<file path="src/rtl/motion_update_writeback_if.sv">
// Particle stream in, per-cell cache write commands and pass status out.
interface motion_update_writeback_if #(
    parameter int unsigned OFFSET_WIDTH      = 29,
    parameter int unsigned DATA_WIDTH        = 32,
    parameter int unsigned PARTICLE_ID_WIDTH = 7,
    parameter int unsigned CELL_ID_WIDTH     = 3,
    parameter int unsigned NUM_CELLS         = 64
);
    localparam int unsigned POS_CACHE_WIDTH      = 3 * OFFSET_WIDTH;
    localparam int unsigned VELOCITY_CACHE_WIDTH = 3 * DATA_WIDTH;

    logic                                     motion_update_start;
    logic                                     in_data_valid;
    logic [3*CELL_ID_WIDTH-1:0]               in_dst_cell;
    logic [POS_CACHE_WIDTH-1:0]               in_position_data;
    logic [VELOCITY_CACHE_WIDTH-1:0]          in_velocity_data;
    logic                                     in_motion_update_done;

    logic [NUM_CELLS-1:0]                     out_wr_enable;
    logic [PARTICLE_ID_WIDTH-1:0]             out_wr_addr;
    logic [POS_CACHE_WIDTH-1:0]               out_position_data;
    logic [VELOCITY_CACHE_WIDTH-1:0]          out_velocity_data;
    logic [NUM_CELLS*PARTICLE_ID_WIDTH-1:0]   out_particle_count;
    logic [NUM_CELLS-1:0]                     out_overflow;
    logic                                     out_dst_error;
    logic                                     out_busy;
    logic                                     out_writeback_done;

    modport master (
        output motion_update_start, in_data_valid, in_dst_cell,
               in_position_data, in_velocity_data, in_motion_update_done,
        input  out_wr_enable, out_wr_addr, out_position_data, out_velocity_data,
               out_particle_count, out_overflow, out_dst_error, out_busy,
               out_writeback_done
    );

    modport slave (
        input  motion_update_start, in_data_valid, in_dst_cell,
               in_position_data, in_velocity_data, in_motion_update_done,
        output out_wr_enable, out_wr_addr, out_position_data, out_velocity_data,
               out_particle_count, out_overflow, out_dst_error, out_busy,
               out_writeback_done
    );
endinterface

</file>
<file path="src/rtl/motion_update_writeback.sv">
// Turns the serial stream of updated particles into per-cell cache writes,
// handing each particle the next free slot of its destination cell.
module motion_update_writeback #(
    parameter int unsigned OFFSET_WIDTH      = 29,
    parameter int unsigned DATA_WIDTH        = 32,
    parameter int unsigned PARTICLE_ID_WIDTH = 7,
    parameter int unsigned CELL_ID_WIDTH     = 3,
    parameter int unsigned NUM_CELLS         = 64,
    parameter int unsigned X_DIM             = 4,
    parameter int unsigned Y_DIM             = 4,
    parameter int unsigned Z_DIM             = 4
) (
    input  logic                      clk,
    input  logic                      rst,
    motion_update_writeback_if.slave  bus
);
    localparam int unsigned POS_W   = 3 * OFFSET_WIDTH;
    localparam int unsigned VEL_W   = 3 * DATA_WIDTH;
    localparam int unsigned PIW     = PARTICLE_ID_WIDTH;
    localparam int unsigned CW      = CELL_ID_WIDTH;
    localparam int unsigned IDX_W   = $clog2(NUM_CELLS);
    localparam int unsigned CNT_W   = NUM_CELLS * PIW;
    localparam logic [CW-1:0]  X_MAX   = CW'(X_DIM);
    localparam logic [CW-1:0]  Y_MAX   = CW'(Y_DIM);
    localparam logic [CW-1:0]  Z_MAX   = CW'(Z_DIM);
    localparam logic [PIW-1:0] CNT_TOP = '1;

    typedef enum logic [1:0] {
        S_IDLE,
        S_ACTIVE,
        S_DRAIN,
        S_DONE
    } state_t;

    state_t               state_q, state_d;
    logic                 accept;

    logic [CW-1:0]        cx, cy, cz;
    logic                 legal;
    logic [IDX_W-1:0]     cell_idx;
    logic [NUM_CELLS-1:0] cell_onehot;
    logic [PIW-1:0]       cur_count;

    logic [NUM_CELLS-1:0] wr_enable_q;
    logic [PIW-1:0]       wr_addr_q;
    logic [POS_W-1:0]     pos_q;
    logic [VEL_W-1:0]     vel_q;
    logic [CNT_W-1:0]     count_q;
    logic [NUM_CELLS-1:0] full_q;
    logic [NUM_CELLS-1:0] overflow_q;
    logic                 dst_error_q;
    logic                 busy_q;
    logic                 done_q;

    // Destination decode: 1-based {z,y,x} to linear cell index
    always_comb begin
        cx = bus.in_dst_cell[0 +: CW];
        cy = bus.in_dst_cell[CW +: CW];
        cz = bus.in_dst_cell[2*CW +: CW];
        legal = (cx != '0) && (cx <= X_MAX) &&
                (cy != '0) && (cy <= Y_MAX) &&
                (cz != '0) && (cz <= Z_MAX);
        cell_idx = IDX_W'(((32'(cz) - 32'd1) * Y_DIM + (32'(cy) - 32'd1)) * X_DIM
                          + (32'(cx) - 32'd1));
        cell_onehot = '0;
        cell_onehot[cell_idx] = 1'b1;
        cur_count = count_q[cell_idx*PIW +: PIW];
    end

    always_ff @(posedge clk or posedge rst) begin
        if (rst) state_q <= S_IDLE;
        else     state_q <= state_d;
    end

    // Start restarts the pass from any state and swallows a same-cycle valid
    always_comb begin
        state_d = state_q;
        accept  = 1'b0;
        if (bus.motion_update_start) begin
            state_d = S_ACTIVE;
        end else begin
            case (state_q)
                S_IDLE:   state_d = S_IDLE;
                S_ACTIVE: begin
                    accept = bus.in_data_valid;
                    if (bus.in_motion_update_done) state_d = S_DRAIN;
                end
                S_DRAIN:  state_d = S_DONE;
                S_DONE:   state_d = S_IDLE;
                default:  state_d = S_IDLE;
            endcase
        end
    end

    always_ff @(posedge clk or posedge rst) begin
        if (rst) begin
            wr_enable_q <= '0;
            wr_addr_q   <= '0;
            pos_q       <= '0;
            vel_q       <= '0;
            count_q     <= '0;
            full_q      <= '0;
            overflow_q  <= '0;
            dst_error_q <= 1'b0;
            busy_q      <= 1'b0;
            done_q      <= 1'b0;
        end else begin
            wr_enable_q <= '0;
            busy_q      <= (state_d == S_ACTIVE) || (state_d == S_DRAIN);
            done_q      <= (state_d == S_DONE);
            if (bus.motion_update_start) begin
                count_q     <= '0;
                full_q      <= '0;
                overflow_q  <= '0;
                dst_error_q <= 1'b0;
            end else if (accept) begin
                if (!legal) begin
                    dst_error_q <= 1'b1;
                end else if (full_q[cell_idx]) begin
                    overflow_q[cell_idx] <= 1'b1;
                end else begin
                    wr_enable_q <= cell_onehot;
                    wr_addr_q   <= cur_count;
                    pos_q       <= bus.in_position_data;
                    vel_q       <= bus.in_velocity_data;
                    // Last slot: write goes out, counter parks at all-ones
                    if (cur_count == CNT_TOP) full_q[cell_idx] <= 1'b1;
                    else count_q[cell_idx*PIW +: PIW] <= cur_count + PIW'(1);
                end
            end
        end
    end

    assign bus.out_wr_enable      = wr_enable_q;
    assign bus.out_wr_addr        = wr_addr_q;
    assign bus.out_position_data  = pos_q;
    assign bus.out_velocity_data  = vel_q;
    assign bus.out_particle_count = count_q;
    assign bus.out_overflow       = overflow_q;
    assign bus.out_dst_error      = dst_error_q;
    assign bus.out_busy           = busy_q;
    assign bus.out_writeback_done = done_q;
endmodule

</file>
<file path="src/flat_wrapper.sv">
// flat-port wrapper written by rule: the top's interface ports become plain ports
module motion_update_writeback_flat 
#(
    parameter int unsigned OFFSET_WIDTH      = 29,
    parameter int unsigned DATA_WIDTH        = 32,
    parameter int unsigned PARTICLE_ID_WIDTH = 7,
    parameter int unsigned CELL_ID_WIDTH     = 3,
    parameter int unsigned NUM_CELLS         = 64,
    parameter int unsigned X_DIM             = 4,
    parameter int unsigned Y_DIM             = 4,
    parameter int unsigned Z_DIM             = 4
)
  (clk, rst, bus_motion_update_start, bus_in_data_valid, bus_in_dst_cell, bus_in_position_data, bus_in_velocity_data, bus_in_motion_update_done, bus_out_wr_enable, bus_out_wr_addr, bus_out_position_data, bus_out_velocity_data, bus_out_particle_count, bus_out_overflow, bus_out_dst_error, bus_out_busy, bus_out_writeback_done);
  motion_update_writeback_if #(.OFFSET_WIDTH(OFFSET_WIDTH), .DATA_WIDTH(DATA_WIDTH), .PARTICLE_ID_WIDTH(PARTICLE_ID_WIDTH), .CELL_ID_WIDTH(CELL_ID_WIDTH), .NUM_CELLS(NUM_CELLS)) bus_i ();
  input  logic clk;
  input  logic rst;
  input wire logic [$bits(bus_i.motion_update_start)-1:0] bus_motion_update_start;
  input wire logic [$bits(bus_i.in_data_valid)-1:0] bus_in_data_valid;
  input wire logic [$bits(bus_i.in_dst_cell)-1:0] bus_in_dst_cell;
  input wire logic [$bits(bus_i.in_position_data)-1:0] bus_in_position_data;
  input wire logic [$bits(bus_i.in_velocity_data)-1:0] bus_in_velocity_data;
  input wire logic [$bits(bus_i.in_motion_update_done)-1:0] bus_in_motion_update_done;
  output wire logic [$bits(bus_i.out_wr_enable)-1:0] bus_out_wr_enable;
  output wire logic [$bits(bus_i.out_wr_addr)-1:0] bus_out_wr_addr;
  output wire logic [$bits(bus_i.out_position_data)-1:0] bus_out_position_data;
  output wire logic [$bits(bus_i.out_velocity_data)-1:0] bus_out_velocity_data;
  output wire logic [$bits(bus_i.out_particle_count)-1:0] bus_out_particle_count;
  output wire logic [$bits(bus_i.out_overflow)-1:0] bus_out_overflow;
  output wire logic [$bits(bus_i.out_dst_error)-1:0] bus_out_dst_error;
  output wire logic [$bits(bus_i.out_busy)-1:0] bus_out_busy;
  output wire logic [$bits(bus_i.out_writeback_done)-1:0] bus_out_writeback_done;
  assign bus_i.motion_update_start = bus_motion_update_start;
  assign bus_i.in_data_valid = bus_in_data_valid;
  assign bus_i.in_dst_cell = bus_in_dst_cell;
  assign bus_i.in_position_data = bus_in_position_data;
  assign bus_i.in_velocity_data = bus_in_velocity_data;
  assign bus_i.in_motion_update_done = bus_in_motion_update_done;
  assign bus_out_wr_enable = bus_i.out_wr_enable;
  assign bus_out_wr_addr = bus_i.out_wr_addr;
  assign bus_out_position_data = bus_i.out_position_data;
  assign bus_out_velocity_data = bus_i.out_velocity_data;
  assign bus_out_particle_count = bus_i.out_particle_count;
  assign bus_out_overflow = bus_i.out_overflow;
  assign bus_out_dst_error = bus_i.out_dst_error;
  assign bus_out_busy = bus_i.out_busy;
  assign bus_out_writeback_done = bus_i.out_writeback_done;
  motion_update_writeback #(.OFFSET_WIDTH(OFFSET_WIDTH), .DATA_WIDTH(DATA_WIDTH), .PARTICLE_ID_WIDTH(PARTICLE_ID_WIDTH), .CELL_ID_WIDTH(CELL_ID_WIDTH), .NUM_CELLS(NUM_CELLS), .X_DIM(X_DIM), .Y_DIM(Y_DIM), .Z_DIM(Z_DIM)) u_core (.clk(clk), .rst(rst), .bus(bus_i));
endmodule
</file>
<file path="config.mk">
export PLATFORM = sky130hd
export DESIGN_NAME = motion_update_writeback_flat
export DESIGN_NICKNAME = d
export VERILOG_FILES = /design/src/rtl/motion_update_writeback_if.sv /design/src/rtl/motion_update_writeback.sv /design/src/flat_wrapper.sv
export SDC_FILE = /design/constraint.sdc
export NUM_CORES = 2
export LEC_CHECK = 0
export CAP_MARGIN = 20
export CORE_AREA = 4 4 374 376
export CTS_BUF_LIST = sky130_fd_sc_hd__clkbuf_16
export CTS_CLUSTER_SIZE = 28
export DETAILED_ROUTE_END_ITERATION = 6
export DIE_AREA = 0 0 378 380
export PLACE_DENSITY_LB_ADDON = 0.1
export SYNTH_ARGS = -nofsm -noshare
export SYNTH_HDL_FRONTEND = slang
export SYNTH_SLANG_ARGS = --single-unit
</file>
<file path="constraint.sdc">
create_clock -name clk -period 75.6 [get_ports clk]
set_input_delay 11.34 -clock clk [delete_from_list [all_inputs] [get_ports clk]]
set_output_delay 11.34 -clock clk [all_outputs]
set_load 0.01 [all_outputs]
</file>
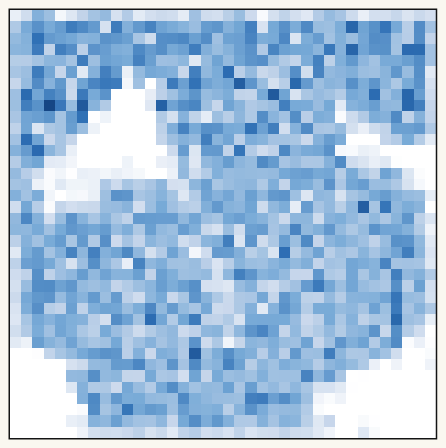
*Cell area per tile*
The die is cut into 38 by 38 equal tiles; white is low, dark blue is high, 0 to 100% covered.
tiles over 75% full = 1.5%
nearly empty tiles = 11%
fullest tile = 91%
emptiest ninth of the die = bottom right
mean over tiles = 37%

==> results_tabular.tex <==
% Implementation results table
\begin{tabular}{lr}
\hline
Metric & Value \\
\hline
\multicolumn{2}{l}{\textbf{Outcome}} \\
\quad Result of the run & complete, no violations \\
\multicolumn{2}{l}{\textbf{Place}} \\
\quad Total of buffers placed on input and output ports & 965 \\
\quad Weighted congestion reported at the end of routability-driven placement & 0.961 \\
\quad Number of placed instances, taps included & 6471 \\
\quad Worst slack, placed & 56.01 ns \\
\multicolumn{2}{l}{\textbf{Synthesis}} \\
\quad Number of flip-flops and latches in the synthesized netlist & 835 \\
\quad Area of the mapped netlist & 40600 µm² \\
\quad Synth logic family & AND-OR/OR-AND gates \\
\quad Xor-xnor portion of the synthesized cell area & 0.345\% \\
\quad Post-synthesis instance total & 4001 \\
\quad Top cell area share & 51.5\% \\
\quad Number of unique standard cell types used by synthesis & 89 \\
\quad Fraction of the mapped netlist area in adder cells & 0.481\% \\
\quad Avg Inst Size Synth & 10.1 µm² \\
\multicolumn{2}{l}{\textbf{Cells and area}} \\
\quad Largest register FFs & 448 \\
\quad Layout Area Growth over Synthesis & 35.1\% \\
\quad Comb gate area & 17700 µm² \\
\quad Final cell utilization of the core & 40.1\% \\
\multicolumn{2}{l}{\textbf{Worst setup path}} \\
\quad Delay of the slowest cell on the worst path & 0.98 ns \\
\quad Count of buffering cells on the critical path with inverters included & 7 \\
\quad Critical path depth & 18 \\
\quad Arrival time of data at the critical path endpoint & 19.86 ns \\
\quad Setup slack, reg-to-reg & 69.41 ns \\
\quad Chain of cells forming the critical path & clkdlybuf4s50\_1 > inv\_1 > ha\_4 > buf\_4 > buf\_4 > nand3\_1 > o221ai\_1 > a221o\_1 > o211ai\_1 > a32o\_1 > inv\_2 > ha\_1 > nand3\_2 > and4b\_4 > buf\_4 > buf\_4 > o21ai\_0 > a21oi\_1 \\
\quad Dominant delay contributor by cell family on the critical path & buffers and inverters \\
\multicolumn{2}{l}{\textbf{Clock network}} \\
\quad Total of hold buffers inserted after clock tree synthesis & 0 \\
\quad Clock tree from TritonCTS & built \\
\quad Number of sinks handled by clock tree synthesis & 835 \\
\multicolumn{2}{l}{\textbf{Timing}} \\
\quad Rel. slew slack & 15.4\% \\
\quad Fin Setup TNS & 0 ns \\
\multicolumn{2}{l}{\textbf{Power}} \\
\quad Comb power frac & 29.7\% \\
\quad Switching pwr & 502 µW \\
\quad Clock network fraction of design power & 34.0\% \\
\quad Power in sequential cells & 513 µW \\
\quad Cell-internal power & 913 µW \\
\quad Static leakage & 0.0220 µW \\
\quad Net switching fraction of the power & 35.5\% \\
\quad Power consumed by the clock network & 482 µW \\
\multicolumn{2}{l}{\textbf{Detailed routing}} \\
\quad DRC & 0 \\
\quad Average vias per placed instance & 6.01 \\
\multicolumn{2}{l}{\textbf{Worst hold path}} \\
\quad Hold Crit Depth & 2 \\
\multicolumn{2}{l}{\textbf{Floorplanning}} \\
\quad Starting density of the core & 29.6\% \\
\quad I/O pin total & 966 \\
\multicolumn{2}{l}{\textbf{Global route}} \\
\quad Total global routing track utilization & 32.0\% \\
\quad Largest net degree at the start of global routing & 209 \\
\hline
\end{tabular}
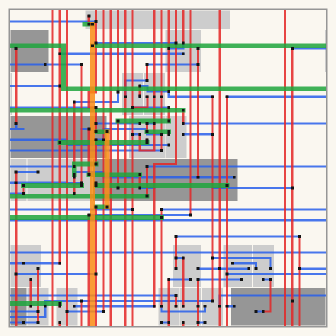
*Zoomed window*
Window x 274 to 294, y 275 to 295 µm. Cells in gray, sequential cells in the stronger gray; small squares are vias.
metal 3 -> green
metal 2 -> red
metal 4 -> orange
metal 1 -> blue
most frequent = nor2_1 (9), a31oi_1 (3), dfrtp_1 (3)
netlist names of flops here include = `u_core.full_q` (2), `u_core.bus.out_overflow` (1)
sequential cells in the window = 3
cells with their middle in the window = 18

## layer usage
metal,wire (µm),vias to the layer above,GRT usage [%]
met3,26000,534,10.3
met1,92000,20400,40.9
met2,108000,2649,49.8
met5,13,-,0
li1,-,16300,-
met4,12700,2,13.9
## worst register-to-register path: cells and delay by family, from the launching register on
family                     cells  cell delay [ns]
and+or+nand+nor                3             1.17
AOI/OAI and AO/OA              5             1.68
buffers and inverters          3             2.10
adders and majority gates      1             0.25
muxes                          1             0.31
DFF                            1             0.57
## area by class of cell
class	count	share of cell area, %
flip-flops and latches	835	38.1
multi-input cells	2714	32.4
repair buffers	1070	19.2
clock buffers	105	4.79
well taps	1794	4.10
clock inverters	67	0.964
inverters	59	0.420
diodes	2	0.00913
Power figures rest on the tool's default switching activity, not on a simulated workload.
